### src/rtl/reg_load_arbiter.sv
`default_nettype none
// +--------------------------------------------------------------------------+
// | Module  : reg_load_arbiter                                               |
// | Brief   : Round-robin arbiter granting one requester per cycle onto the  |
// |           shared register-bank data bus with one-hot-low load strobes.   |
// | Option  : define ARB_LOCK_EN to add the Lock port (locked burst writes). |
// | Rev     : 1.0 - initial release                                          |
// +--------------------------------------------------------------------------+
module reg_load_arbiter #(
  parameter int DataWidth = 8,
  parameter int NumReq    = 4,
  parameter int NumRegs   = 8
) (
  input  logic                              Clk,
  input  logic                              Reset,
  input  logic [NumReq-1:0]                 Req,
  input  logic [NumReq*$clog2(NumRegs)-1:0] Addr,
  input  logic [NumReq*DataWidth-1:0]       Data,
  output logic [NumReq-1:0]                 Gnt,
  output logic [NumRegs-1:0]                LD_N,
  output logic [DataWidth-1:0]              DBus,
  output logic                              Busy,
  output logic                              AddrErr
`ifdef ARB_LOCK_EN
  ,
  input  logic [NumReq-1:0]                 Lock
`endif
);

  localparam int AddrWidth = $clog2(NumRegs);
  localparam int PtrWidth  = $clog2(NumReq);

  typedef enum logic [0:0] {
    IDLE = 1'b0,
    LOAD = 1'b1
  } state_t;

  state_t                r_state, w_state_next;
  logic [PtrWidth-1:0]   r_ptr, w_ptr_next;
  logic [PtrWidth-1:0]   r_win, w_win, w_idx;
  logic [NumReq-1:0]     w_elig, w_gnt;
  logic                  w_found, w_lock_hold;
  logic [AddrWidth-1:0]  w_addr;
  logic [AddrWidth:0]    w_addr_ext;
  logic [DataWidth-1:0]  w_data;
  logic [NumRegs-1:0]    w_ld_n;
  logic                  w_addr_err;

  always_comb begin
`ifdef ARB_LOCK_EN
    w_lock_hold = |(Gnt & Req & Lock);
`else
    w_lock_hold = 1'b0;
`endif
    w_elig       = Req & ~Gnt;
    w_found      = 1'b0;
    w_win        = r_win;
    w_idx        = '0;
    w_ptr_next   = r_ptr;
    w_gnt        = '0;
    w_addr       = '0;
    w_data       = '0;
    w_ld_n       = '1;
    w_state_next = IDLE;

    // A locked grantee keeps the bus; r_win still names it.
    if (w_lock_hold) begin
      w_found = 1'b1;
    end else begin
      for (int i = 0; i < NumReq; i++) begin
        w_idx = PtrWidth'((int'(r_ptr) + i) % NumReq);
        if (!w_found && w_elig[w_idx]) begin
          w_found = 1'b1;
          w_win   = w_idx;
        end
      end
      if (w_found) begin
        w_ptr_next = PtrWidth'((int'(w_win) + 1) % NumReq);
      end
    end

    if (w_found) begin
      w_gnt[w_win] = 1'b1;
      w_state_next = LOAD;
    end

    for (int i = 0; i < NumReq; i++) begin
      if (w_win == PtrWidth'(i)) begin
        w_addr = Addr[i*AddrWidth +: AddrWidth];
        w_data = Data[i*DataWidth +: DataWidth];
      end
    end

    // Extra MSB lets the range test see NumRegs when it is a power of two.
    w_addr_ext = {1'b0, w_addr};
    w_addr_err = w_found && (w_addr_ext >= (AddrWidth+1)'(NumRegs));
    for (int r = 0; r < NumRegs; r++) begin
      w_ld_n[r] = !(w_found && (w_addr_ext == (AddrWidth+1)'(r)));
    end
  end

  always_ff @(posedge Clk) begin
    if (Reset) begin
      r_state <= IDLE;
      r_ptr   <= '0;
      r_win   <= '0;
      Gnt     <= '0;
      LD_N    <= '1;
      DBus    <= '0;
      AddrErr <= 1'b0;
    end else begin
      r_state <= w_state_next;
      r_ptr   <= w_ptr_next;
      r_win   <= w_win;
      Gnt     <= w_gnt;
      LD_N    <= w_ld_n;
      AddrErr <= w_addr_err;
      if (w_found) begin
        DBus <= w_data;
      end
    end
  end

  assign Busy = (r_state == LOAD);

endmodule
`default_nettype wire

### config.mk
export PLATFORM = sky130hd
export DESIGN_NAME = reg_load_arbiter
export DESIGN_NICKNAME = d
export VERILOG_FILES = /design/src/rtl/reg_load_arbiter.sv
export SDC_FILE = /design/constraint.sdc
export NUM_CORES = 1
export LEC_CHECK = 0
export CAP_MARGIN = 20
export CORE_UTILIZATION = 38
export DETAILED_ROUTE_END_ITERATION = 12
export PLACE_DENSITY = 0.85
export RECOVER_POWER = 100
export SLEW_MARGIN = 20
export SYNTH_ARGS = -nofsm -noshare
export SYNTH_HDL_FRONTEND = slang
export SYNTH_SLANG_ARGS = --single-unit
### constraint.sdc
create_clock -name Clk -period 3.3 [get_ports Clk]
set_input_delay 0.825 -clock Clk [delete_from_list [all_inputs] [get_ports Clk]]
set_output_delay 0.825 -clock Clk [all_outputs]
set_load 0.02 [all_outputs]
### Floorplan with the power grid, run 1

Scale bar: 20 microns. Pins as bars on the die edge.
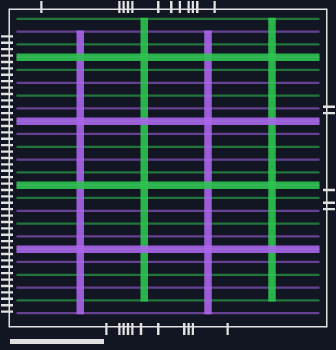
legend:
  VSS:
    color: purple
  VDD:
    color: green
met4 straps: 4
signal pins: 72
met5 straps: 4
met1 rails: 24

### Placed cells, one color a class, run 1

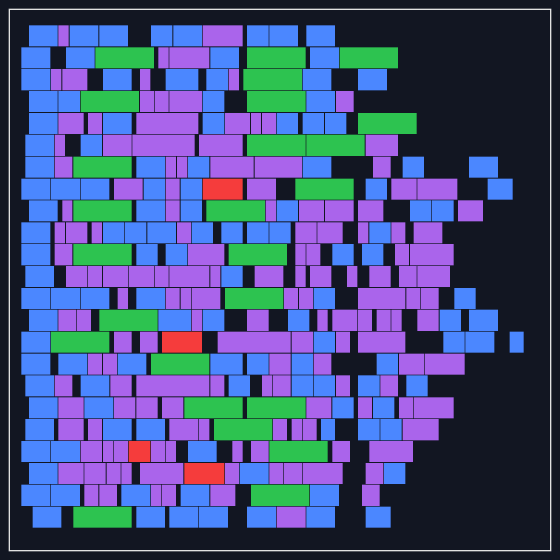
legend:
  remaining buffers and delay cells:
    color: blue
    cells: 124
    share_of_their_area: 40%
  clock drivers and dummy loads:
    color: red
    cells: 4
    share_of_their_area: 1.7%
  combinational and other logic:
    color: purple
    cells: 151
    share_of_their_area: 41%
  sequential cells:
    color: green
    cells: 25
    share_of_their_area: 18%

==> impl_metrics.tcl, run 1 <==
# yosys + openroad results
set metrics [dict create \
    synth-area-yosys_sq_mm 0.001613 \
    postCtsSetupBuffers 14 \
    total_power_mw 3.025 \
    openroad.warnings 29 \
    grt_pass1_wl_microns 8611 \
    violations "negative setup slack" \
    fin_ws_ns -0.08412 \
    crit_path_top_delay_cell "a221oi_1" \
    routed_wirelength_microns 6512 \
    clkSlewWorstSetupHoldPaths_ns 0.09 \
    top_cell_area_share_pct 31.03 \
    hp-class "reg -> reg" \
    fp.dieArea_sq_mm 0.004508 \
    dr.first_iter.drc_count 129 \
    power.switching_mw 1.368 \
    synth-async-reset-ratio_pct 0 \
    area_delta_synth_final_pct 77.04 \
    most-common-layout-cells "buf_4, clkdlybuf4s50_1, dfxtp_1" \
    max_cap_violations 0 \
    std_cell_rows 23 \
    crit_path_start "Req[0]" \
    cts-root-to-sink-buffers 2 \
    required_ns 3.46 \
    worst_ir_drop_vdd_uv 601.4 \
    power.static_leakage_nw 1.164 \
    gp_congestion 0.9864 \
    antenna_found_initial 0 \
    detail_route.vias_per_cell 6.023 \
    area.sequential_sq_um 500.5 \
    cts_max_level 1 \
    ys.flops 25 \
    worst_tran_pin_value_ns 0.7390 \
    setup_viol 4 \
    ctsHoldBuffers 0 \
    cts.sinks 25 \
    grt_pass1_vias 1941 \
    drtPass1Iterations 5 \
    area_leaders "dfxtp_1, nor3_1, nor2b_1" \
    synthesis.area_sq_mm 0.001613 \
    worstReg2RegEnd "DBus[1]" \
    worstPathArrival_ns 3.55 \
    placed_cells_incl_taps 331 \
    min_delay_path_depth 2 \
    cpLargestDelayFamily "AND-OR/OR-AND gates" \
    cts_tree "yes" \
    run_status "finished, violations left" \
    port_buffers 70 \
    die_h_microns 67.15 \
    crit_end "DBus[1]" \
    synthesis.yosys.warnings 0 \
    drive_above_1_share_pct 30.92 \
    initial_utilization_pct 40.03 \
    slowest_delay_ns 0.41 \
    final.setup_skew_ns 0.01146 \
    synth-main-ff-cell "dfxtp_1" \
    critical_path_buf_inv_count 4 \
    layoutNonFillerInstCount 354 \
    clk-insertion-delay-late_ns 0.28 \
    clock.fmax_mhz 295.5 \
    critPathKind "in -> reg" \
    power.switching_fraction_pct 45.24 \
]
### Clock distribution, run 1

Scale bar: 20 microns.
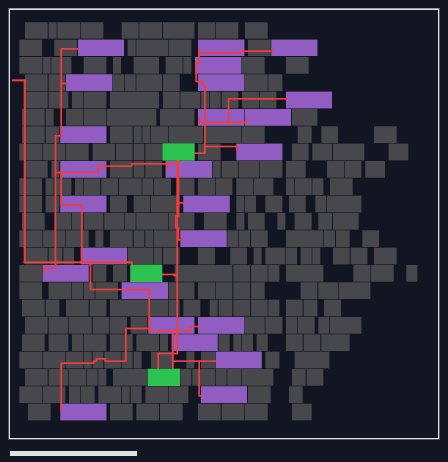
legend:
  flip-flops:
    color: purple
    count: 25
  clock wires:
    color: red
    length: 330 microns
  clock drivers:
    color: green
    count: 3
routed clock nets: 4

[run 1: final cells by class]
class	count	share of cell area, %
Timing Repair Buffer	124	38.69
Inverter	5	0.6573
Sequential cell	25	17.53
Tap cell	50	2.191
Multi-Input combinational cell	146	39.22
Clock buffer	3	1.446
Clock inverter	1	0.2629
[run 1: power by group through the flow]
stage | Combinational (mW) | Sequential (mW) | Clock (mW)
global route | 2.44 | 0.516 | 0.204
CTS | 2.00 | 0.499 | 0.186
floorplan | 0.975 | 0.586 | 0
finish | 2.32 | 0.506 | 0.197
detailed placement | 1.67 | 0.502 | 0
global placement | 1.63 | 0.500 | 0
[run 1: stage by stage]
step	setup TNS [ns]	instance area (sq um)
2_1_floorplan	0	1613
3_3_place_gp	-5.994	2516
3_5_place_dp	-7.480	2516
4_1_cts	0	2743
5_1_grt	-0.4886	2855
6_report	-0.09814	2855
[run 1: flip-flops by register name, indices dropped and copies added, names as in the netlist]
name / cells
DBus: 8
LD_N: 8
Gnt: 4
r_ptr: 2
r_win: 2
Busy: 1
[run 1: cells by family after synthesis]
| family | Yosys count | synth area share, % |
|---|---|---|
| DFF | 25 | 31.03 |
| adders and majority gates | 4 | 3.103 |
| other | 1 | 0.2325 |
| and+or+nand+nor | 86 | 29.71 |
| AOI/OAI and AO/OA | 55 | 27.15 |
| buffers and inverters | 24 | 8.766 |
[run 1: routing by layer]
metal	global-route usage [%]	share of wire (%)	vias up	wire [microns]
li1	-	-	939	-
met1	29.73	37	1040	2421
met2	44.63	51	123	3300
met3	4.054	7.6	30	493
met4	10.11	4.6	0	297
met5	0	0	-	0
[run 1: tightest hold or removal path: stages, from the launching register on]
cell and delay, ns:
dfxtp_1 0.32, nor2_1 0.10, nor3_1 0.05
==> run 2, diff against run 1 <==
--- a/config.mk
+++ b/config.mk
@@ -5,7 +5,7 @@
 export SDC_FILE = /design/constraint.sdc
 export NUM_CORES = 1
 export LEC_CHECK = 0
-export CAP_MARGIN = 20
+export CAP_MARGIN = 5
 export CORE_UTILIZATION = 38
 export DETAILED_ROUTE_END_ITERATION = 12
 export PLACE_DENSITY = 0.85
==> impl_metrics.tcl, run 2 <==
# yosys + openroad results
set metrics [dict create \
    top_cell_area_share_pct 31.03 \
    yosys_cells 195 \
    synth-async-reset-ratio_pct 0 \
    worst_tran_pin_value_ns 0.7390 \
    fp.dieArea_sq_mm 0.004508 \
    std_cell_rows 23 \
    worstPathArrival_ns 3.55 \
    post_synth_inst_count 195 \
    ff2ff_setup_slack_ns 0.12 \
    power.static_leakage_nw 1.164 \
    setup_viol 4 \
    cts-root-to-sink-buffers 2 \
    routed_wirelength_microns 6512 \
    ctsHoldBuffers 0 \
    post_synth_fa_ha_maj_area_fraction_pct 3.103 \
    required_ns 3.46 \
    area_delta_synth_final_pct 77.04 \
    antenna_found_initial 0 \
    post_synth_ao_oa_area_fraction_pct 27.15 \
    reg.largest.list "DBus x8, LD_N x8, Gnt x4" \
    critPathKind "in -> reg" \
    layoutNonFillerInstCount 354 \
    floorplan.nets 249 \
    worstReg2RegEnd "DBus[1]" \
    gp_congestion 0.9864 \
    synthesis.yosys.warnings 0 \
    clock.fmax_mhz 295.5 \
    port_buffers 70 \
    cts_max_level 1 \
    utilization_pct 70.87 \
    synth_simple_gate_area_share_pct 29.71 \
    critical_path_buf_inv_count 4 \
    design.portCount 72 \
    crit_path_top_delay_cell "a221oi_1" \
    area_leaders "dfxtp_1, nor3_1, nor2b_1" \
    worst_ir_drop_vdd_uv 601.4 \
    openroad.warnings 29 \
    die.size.x_microns 67.15 \
    layout_worst_path_cycle_share_pct 102.5 \
    timing.slew.headroom_pct 50.28 \
    synth.cellmix.xorXnorShare_pct 0 \
    avgSynthCellArea_sq_um 8.271 \
    grt_pass1_vias 1941 \
    slowest_delay_ns 0.41 \
    die_h_microns 67.15 \
    initial_utilization_pct 40.03 \
    fin_ws_ns -0.08412 \
    netlist_logic_family_top "simple AND/OR/NAND/NOR gates" \
    cts_tree "yes" \
    drive_above_1_share_pct 30.92 \
    worstPathCellList "dlygate4sd2_1, nor2b_4, o2111ai_2, nand3_2, a211o_1, o32a_1, buf_6, ha_4, buf_4, buf_4, a221oi_1, nor3_1, a211oi_1, nor3_1" \
    finalWorstPathRequiredPeriod_ns 3.384 \
    gr-usage-all-layers_pct 25.11 \
    detail_route.vias_per_cell 6.023 \
    max_cap_violations 0 \
    ys.flops 25 \
    min_delay_path_depth 2 \
    cts.sinks 25 \
    placed_cells_incl_taps 331 \
    most_frequent_logic_cell_in_the_layout "buf_4" \
    synth-main-ff-cell "dfxtp_1" \
    synthesis.area_sq_mm 0.001613 \
    most-common-layout-cells "buf_4, clkdlybuf4s50_1, dfxtp_1" \
    layout.nets 359 \
    hp-class "reg -> reg" \
    grt_pass1_wl_microns 8611 \
    synth-area-yosys_sq_mm 0.001613 \
    drtPass1Iterations 5 \
    cpLargestDelayFamily "AND-OR/OR-AND gates" \
    clkSlewWorstSetupHoldPaths_ns 0.09 \
    violations "negative setup slack" \
    dr.first_iter.drc_count 129 \
    synth.area.mux_share_pct 0 \
    run_status "finished, violations left" \
]
-- run 2: cell counts in the layout (fill, tap and decap cells not counted) --
Identical to the previous run, type by type.
-- run 2: timing repair --
item / 4_1_cts / 5_1_grt
endpoints found under the setup margin: 16 / 16
buffers inserted: 14 / 5
resized: 23 / 25
pin swaps: 10 / 14
-- run 2: where the power goes --
part	internal, mW	switching (mW)	total, mW
Combinational	1.15	1.17	2.32
Sequential	0.415	0.0907	0.506
Clock	0.0860	0.111	0.197
Total	1.66	1.37	3.02
-- run 2: per-stage QoR --
step	hold WS, ns	cell area [sq um]	total power [mW]	setup TNS [ns]
floorplan	0.5596	1613	1.561	0
global placement	0.4776	2516	2.134	-5.994
detailed placement	0.4823	2516	2.176	-7.480
CTS	0.5049	2743	2.680	0
global route	0.5334	2855	3.156	-0.4886
finish	0.5100	2855	3.025	-0.09814
-- run 2: layer usage --
layer	global-route usage [%]	vias to the layer above	share of wire, %
met5	0	-	0
met4	10.11	0	4.6
met3	4.054	30	7.6
met2	44.63	123	51
met1	29.73	1040	37
li1	-	939	-
-- run 2: cell type report --
class / count / area [sq um] / share of cell area [%]
inverters: 5 / 18.77 / 0.6573
multi-input cells: 146 / 1120 / 39.22
repair buffers: 124 / 1105 / 38.69
flip-flops and latches: 25 / 500.5 / 17.53
clock inverters: 1 / 7.507 / 0.2629
well taps: 50 / 62.56 / 2.191
clock buffers: 3 / 41.29 / 1.446
-- run 2: how the worst max path moves through the flow --
stage,start,end
after floorplan,Req[0],LD_N[5]
after CTS,Req[3],DBus[2]
after detailed placement,Req[1],LD_N[6]
final,Req[0],DBus[1]
after global routing,Req[0],LD_N[1]
after global placement,Req[1],LD_N[6]
### Placed cells, one color a class, run 2

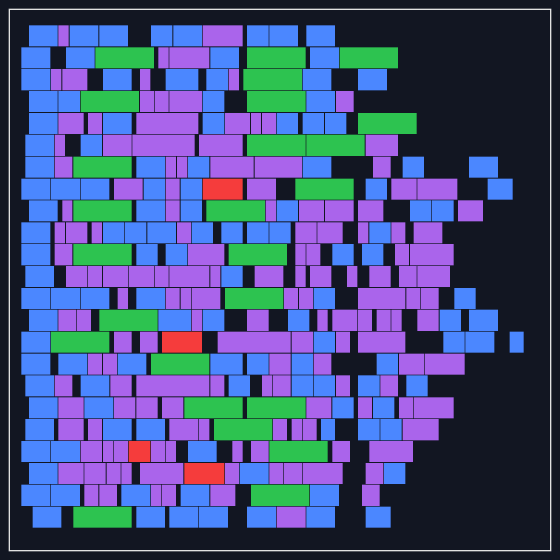
legend:
  clock drivers and dummy loads:
    color: red
    cells: 4
    share_of_their_area: 1.7%
  sequential cells:
    color: green
    cells: 25
    share_of_their_area: 18%
  combinational and other logic:
    color: purple
    cells: 151
    share_of_their_area: 41%
  remaining buffers and delay cells:
    color: blue
    cells: 124
    share_of_their_area: 40%

### Clock nets, run 2

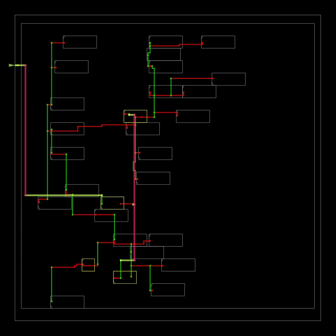
source-to-sink clock delay at the later pin of the worst-skew pair: 0.28 ns
largest clock skew in the final design: 0.01146 ns
CLK BUF: 3

### Signal wires by layer, run 2

Scale bar: 20 microns.
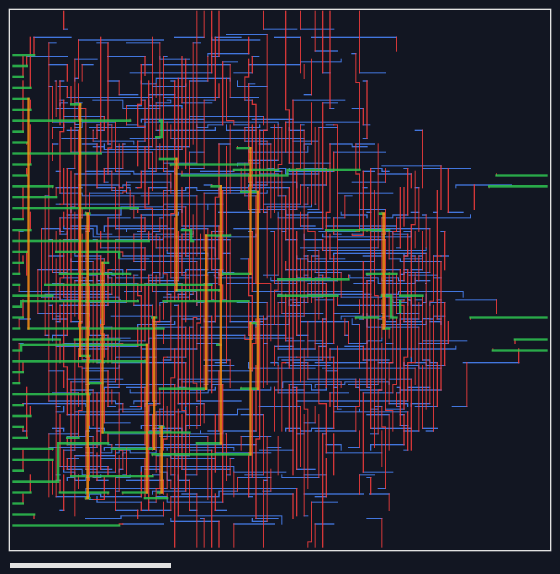
legend:
  metal 1:
    color: blue
    wire_length: 2,420 microns
  metal 3:
    color: green
    wire_length: 494 microns
  metal 2:
    color: red
    wire_length: 3,300 microns
  metal 4:
    color: orange
    wire_length: 297 microns

Power is estimated from default activity; no workload was simulated.
